Figure 1. Clock network drawn from the DEF.
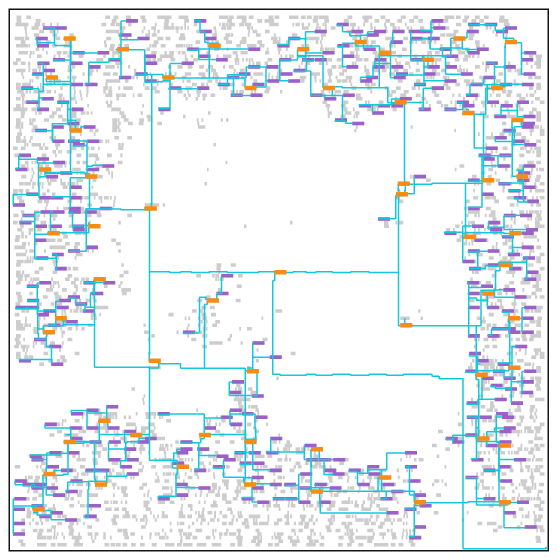
Figure 2. Clock wiring as the flow saved it.
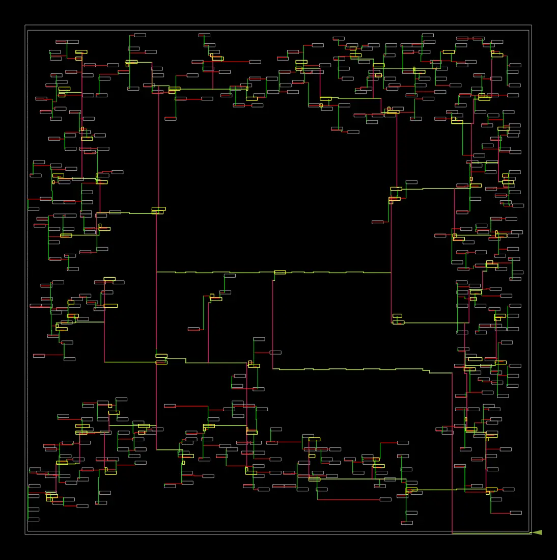
Figure 3. Cell sizes after repair.
Bar = 100 um.
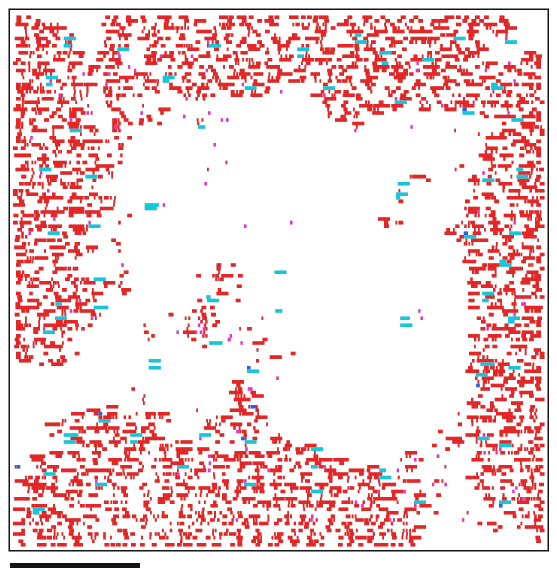
Figure 4. Cell classes on the final placement.
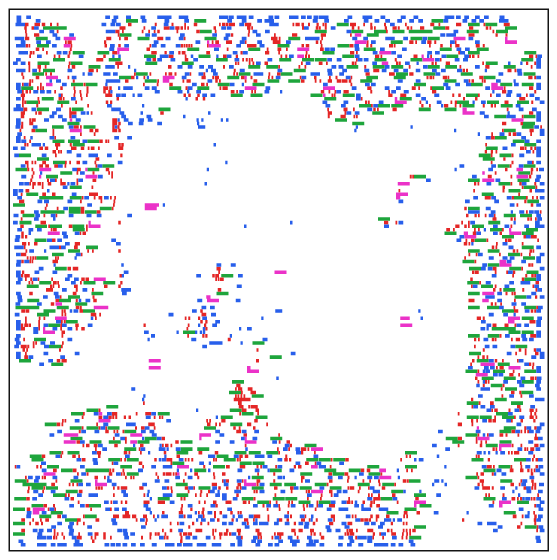
===== config.mk =====
export PLATFORM = sky130hd
export DESIGN_NAME = midterm_alu_arbiter
export DESIGN_NICKNAME = d
export VERILOG_FILES = /design/src/rtl/midterm_alu_arbiter.sv
export SDC_FILE = /design/constraint.sdc
export NUM_CORES = 1
export LEC_CHECK = 0
export ABC_AREA = 1
export CAP_MARGIN = 20
export CORE_AREA = 2 2 411 413
export CTS_CLUSTER_DIAMETER = 150
export DETAILED_ROUTE_END_ITERATION = 8
export DIE_AREA = 0 0 413 415
export GPL_TIMING_DRIVEN = 0
export PLACE_DENSITY = 0.36
export RECOVER_POWER = 100
export SYNTH_ARGS = -nofsm -noshare
export SYNTH_HDL_FRONTEND = slang
export SYNTH_SLANG_ARGS = --single-unit

===== constraint.sdc =====
create_clock -name clk -period 32.2 [get_ports clk]
set_input_delay 6.44 -clock clk [delete_from_list [all_inputs] [get_ports clk]]
set_output_delay 6.44 -clock clk [all_outputs]
set_load 0.05 [all_outputs]

===== src/rtl/midterm_alu_arbiter.sv =====
// midterm_alu_arbiter
//   Round-robin arbiter/sequencer that shares one ALU between two requesters.
//   One operation is accepted at a time. Its operands are driven to the ALU from
//   registers for ALU_LAT cycles. The result and flags are then captured and
//   returned with the requester ID on a valid/ready response channel.
//
//   Optional feature macro: ALU_ARB_OPCHECK_EN
//     When defined, illegal opcode/mode combinations are rejected at acceptance.
//     They never reach the ALU, and an error response is returned in the next cycle.
//
// Ports
//   clk, reset                      clock (rising edge), async active-high reset
//   req{0,1}_valid/_ready           request handshake (ready is combinational)
//   req{0,1}_op1/_op2/_opsel/_mode  request payload
//   alu_op1/_op2/_opsel/_mode       registered drive to the shared ALU
//   alu_result, alu_c/z/o/s         ALU outputs
//   rsp_valid/_ready                response handshake
//   rsp_id, rsp_result, rsp_c/z/o/s, rsp_err  response payload
//   busy                            FSM not idle
module midterm_alu_arbiter #(
  parameter int unsigned WIDTH   = 128,
  parameter int unsigned ALU_LAT = 1
) (
  input  logic             clk,
  input  logic             reset,
  input  logic             req0_valid,
  output logic             req0_ready,
  input  logic [WIDTH-1:0] req0_op1,
  input  logic [WIDTH-1:0] req0_op2,
  input  logic [2:0]       req0_opsel,
  input  logic             req0_mode,
  input  logic             req1_valid,
  output logic             req1_ready,
  input  logic [WIDTH-1:0] req1_op1,
  input  logic [WIDTH-1:0] req1_op2,
  input  logic [2:0]       req1_opsel,
  input  logic             req1_mode,
  output logic [WIDTH-1:0] alu_op1,
  output logic [WIDTH-1:0] alu_op2,
  output logic [2:0]       alu_opsel,
  output logic             alu_mode,
  input  logic [WIDTH-1:0] alu_result,
  input  logic             alu_c,
  input  logic             alu_z,
  input  logic             alu_o,
  input  logic             alu_s,
  output logic             rsp_valid,
  input  logic             rsp_ready,
  output logic             rsp_id,
  output logic [WIDTH-1:0] rsp_result,
  output logic             rsp_c,
  output logic             rsp_z,
  output logic             rsp_o,
  output logic             rsp_s,
  output logic             rsp_err,
  output logic             busy
);

  // Four bits cover the legal ALU_LAT range of 1..15.
  localparam int unsigned CNT_W = 4;

  typedef enum logic [1:0] {S_IDLE, S_WAIT, S_RESP} state_t;

  typedef struct packed {
    logic [WIDTH-1:0] op1;
    logic [WIDTH-1:0] op2;
    logic [2:0]       opsel;
    logic             mode;
  } op_t;

  state_t           state, state_next;
  logic             rr_ptr;
  logic [CNT_W-1:0] cnt;
  logic             grant;
  logic             accept;
  logic             capture;
  logic             transfer;
  logic             illegal;
  op_t              sel_op;

  // Sole valid requester wins; on contention rr_ptr decides.
  always_comb begin
    grant = 1'b0;
    if (req0_valid && req1_valid) grant = rr_ptr;
    else if (req1_valid)          grant = 1'b1;
  end

  // The reset gate keeps ready low while reset is held, even though state is already IDLE.
  assign accept     = (state == S_IDLE) && !reset && (req0_valid || req1_valid);
  assign req0_ready = accept && !grant;
  assign req1_ready = accept &&  grant;

  assign sel_op = grant ? {req1_op1, req1_op2, req1_opsel, req1_mode}
                        : {req0_op1, req0_op2, req0_opsel, req0_mode};

`ifdef ALU_ARB_OPCHECK_EN
  // Arithmetic has no opcode 7; logic mode only defines opcodes 0..4.
  assign illegal = (!sel_op.mode && (sel_op.opsel == 3'b111)) ||
                   ( sel_op.mode && (sel_op.opsel >  3'b100));
`else
  assign illegal = 1'b0;
`endif

  assign capture  = (state == S_WAIT) && (cnt == CNT_W'(1));
  assign transfer = (state == S_RESP) && rsp_ready;

  // State register
  always_ff @(posedge clk or posedge reset) begin
    if (reset) state <= S_IDLE;
    else       state <= state_next;
  end

  // Next-state logic
  always_comb begin
    state_next = state;
    unique case (state)
      S_IDLE:  if (accept)   state_next = illegal ? S_RESP : S_WAIT;
      S_WAIT:  if (capture)  state_next = S_RESP;
      S_RESP:  if (transfer) state_next = S_IDLE;
      default:               state_next = S_IDLE;
    endcase
  end

  // Datapath: ALU drive, settle counter, response capture, round-robin pointer.
  always_ff @(posedge clk or posedge reset) begin
    if (reset) begin
      busy       <= 1'b0;
      rsp_valid  <= 1'b0;
      rr_ptr     <= 1'b0;
      cnt        <= '0;
      alu_op1    <= '0;
      alu_op2    <= '0;
      alu_opsel  <= '0;
      alu_mode   <= 1'b0;
      rsp_id     <= 1'b0;
      rsp_result <= '0;
      rsp_c      <= 1'b0;
      rsp_z      <= 1'b0;
      rsp_o      <= 1'b0;
      rsp_s      <= 1'b0;
    end else begin
      busy      <= (state_next != S_IDLE);
      rsp_valid <= (state_next == S_RESP);
      if (state == S_WAIT) cnt <= cnt - CNT_W'(1);
      if (accept) begin
        rsp_id <= grant;
        cnt    <= CNT_W'(ALU_LAT);
        // Rejected ops leave the ALU inputs untouched.
        if (!illegal) begin
          alu_op1   <= sel_op.op1;
          alu_op2   <= sel_op.op2;
          alu_opsel <= sel_op.opsel;
          alu_mode  <= sel_op.mode;
        end else begin
          rsp_result <= '0;
          rsp_c      <= 1'b0;
          rsp_z      <= 1'b0;
          rsp_o      <= 1'b0;
          rsp_s      <= 1'b0;
        end
      end
      if (capture) begin
        rsp_result <= alu_result;
        rsp_c      <= alu_c;
        rsp_z      <= alu_z;
        rsp_o      <= alu_o;
        rsp_s      <= alu_s;
      end
      // Hand priority to the requester that was not just served.
      if (transfer) rr_ptr <= ~rsp_id;
    end
  end

`ifdef ALU_ARB_OPCHECK_EN
  // Error flag for rejected ops; cleared by every legal acceptance.
  always_ff @(posedge clk or posedge reset) begin
    if (reset)       rsp_err <= 1'b0;
    else if (accept) rsp_err <= illegal;
  end
`else
  assign rsp_err = 1'b0;
`endif

endmodule


==> changes_impl.md <==
### Implementation results

* Hold buffers post-CTS at 0
* Cell type with the largest total area: dfrtp_1
* Fin. Hold Viols at 0
* Max-cap violations at 4
* Max-slew violation count at roughly 400
* Cycle use final at 0.545
* Violated checks: capacitance limit, slew limit
* Total power at 3.73 mW
* Synth warn at 0
* Mapped Cells at 2583
* Htree depth at 2
* Critical Path RT at 31.48 ns
* Status: finished with violations
* Min cycle time layout at 17.54 ns
* Clk buf depth at 3
* Netlist cell types at 22
* Post-route antenna net violation count at 0
* Mapped Area at 19000 um^2
* Die X at 413 um
* DP HPWL at 112000 um
* CTS tree: yes
* DRT iter0 DRCs at 1089
* Fraction of layout cells with a size suffix above 1 at 0.0530
* Area leader share at 0.530
* Worst-path clk slew at 0.06 ns
* TritonCTS Buffers at 59
* Fmax at 57.0 MHz
* Hold crit path type: reg -> reg
* VDD IR max at 0.0428 mV
* Cell Count, Final, Fillers Out at 5980
* Most numerous logic cell after layout: nand2_1
* Vias in the first global route at roughly 22000
* Placed Cells at about 5800
* First-pass GRT wire length at between 150000 and 200000 um
* Pre-antenna DRT Iters at 5
* Rel. slew slack at -3.13
* Power per cell area at around 110 nW/um^2
* Die Height at 415 um
* YS chip area at 19000 um^2
* Post_cts resized at 0
* Critical Path End Type: asynchronous set/reset pin
## Picture notes: Figure 1
legend:
  cyan:
    item: clock wires
    length: 8830 um
  orange:
    item: clock-net drivers
    count: 59
  purple:
    item: flip-flops
    count: 402
routed clock nets: 60
flops lie: spread over the die
clk latency late pin: 0.67 ns
Post-Route Skew: 0.0274 ns

## Picture notes: Figure 2
Clock Sinks: 402
clk pwr: 682 uW

## Picture notes: Figure 3
legend:
  blue:
    size: x3 and x4
    cells: 9
    share: 0.24%
  cyan:
    size: x6 and larger
    cells: 86
    share: 2.3%
  magenta:
    size: x2
    cells: 104
    share: 2.8%
  red:
    size: x1 and smaller
    cells: 3554
    share: 95%
final setup margin: 14.66 ns
Non-CTS buffers: 1232
Area Growth Syn to Fin: 80.9%

## Picture notes: Figure 4
legend:
  red:
    class: remaining logic cells
    cells: 2009
    share_of_their_area: 26%
  green:
    class: registers
    cells: 402
    share_of_their_area: 32%
  magenta:
    class: clock drivers and dummy loads
    cells: 110
    share_of_their_area: 6.4%
  blue:
    class: remaining buffers and delay cells
    cells: 1232
    share_of_their_area: 36%
final design utilization: 0.206
flop share of the area: 0.293
Final Cell Area: 34400 um^2
Core Box Area: 167000 um^2
Cell Rows: 150

==> report_power, final <==
part | total (mW) | switching (mW) | internal, mW
combinational | 2.15 | 1.58 | 0.571
clock | 0.682 | 0.280 | 0.402
sequential | 0.896 | 0.133 | 0.763
total | 3.73 | 1.99 | 1.74
==> cells by family (layout without fill, tap and decap cells) <==
logic type,count (synthesis),in the layout,share of synthesized area
compound gates,138,138,0.0364
fa+ha+maj,2,2,0.00132
buf+inv,315,1485,0.0723
flops,402,402,0.530
other cells,1,24,0.000197
simple gates,1725,1725,0.360
==> layer usage <==
layer  track usage  vias to the layer above  wire [um]
li1              -                    10257          -
met1         0.175                    10182      53600
met2         0.274                      787      68700
met3        0.0495                      184      11200
met4        0.0351                       32       2920
met5             0                        -        220
==> cells in the mapped netlist <==
cell type	count
a21oi_1	2
buf_1	10
buf_2	101
buf_4	15
buf_6	1
clkbuf_1	45
conb_1	1
dfrtp_1	402
ha_1	2
inv_1	142
inv_2	1
nand2_1	1446
nand2_2	2
nand3_1	264
nand3_2	2
nand3b_1	1
nand4_1	2
nor2_1	6
nor2_2	1
nor2_4	1
o21ai_0	126
o21ai_1	10
==> path summary, 6_finish.rpt <==
kind                                  start           end  slack, ns  depth (start not counted)
worst max-delay path                  reset   alu_op2[63]      14.66                          4
min in group asynchronous             reset   alu_op1[63]       6.55                          2
max in group clk                      reset    req0_ready      16.02                          6
worst min-delay path            alu_op1[99]   alu_op1[99]       0.47                          2
worst min register to register  alu_op1[99]   alu_op1[99]       0.47                          2
worst max register to register     state[1]  alu_op2[122]      28.31                          7
==> critical path, stage by stage <==
cell	delay, ns
dlygate4sd3_1	0.74
clkinvlp_2	0.45
clkbuf_1	4.29
clkbuf_1	4.46
==> sequential cells by signal (all words and copies together), names as in the netlist <==
name / count
cnt: 4
busy: 1
rsp_valid: 1
rsp_id: 1
alu_op1: 128
alu_mode: 1
alu_opsel: 3
rsp_c: 1
rsp_o: 1
rsp_result: 128
rsp_z: 1
alu_op2: 128
state: 2
rr_ptr: 1
rsp_s: 1
==> area by class of cell <==
class / count / area (um^2)
Antenna cell: 23 / 57.6
Buffer: 172 / 763
Clock buffer: 83 / 1750
Clock inverter: 27 / 273
Fill cell: 18812 / 132000
Inverter: 143 / 538
Multi-Input combinational cell: 1866 / 7550
Sequential cell: 402 / 10100
Tap cell: 2204 / 2760
Timing Repair Buffer: 1060 / 10600
==> per-stage QoR <==
step	util	hold WS [ns]	setup WS (ns)	area, um^2
final	0.206	0.467	14.66	34400
after detailed placement	0.195	0.464	16.09	32500
after CTS	0.207	0.480	16.07	34500
after global routing	0.206	0.488	12.42	34300
after floorplan	-	0.453	14.58	19000
after global placement	0.194	0.461	6.11	32300
Power figures rest on the tool's default switching activity, not on a simulated workload.
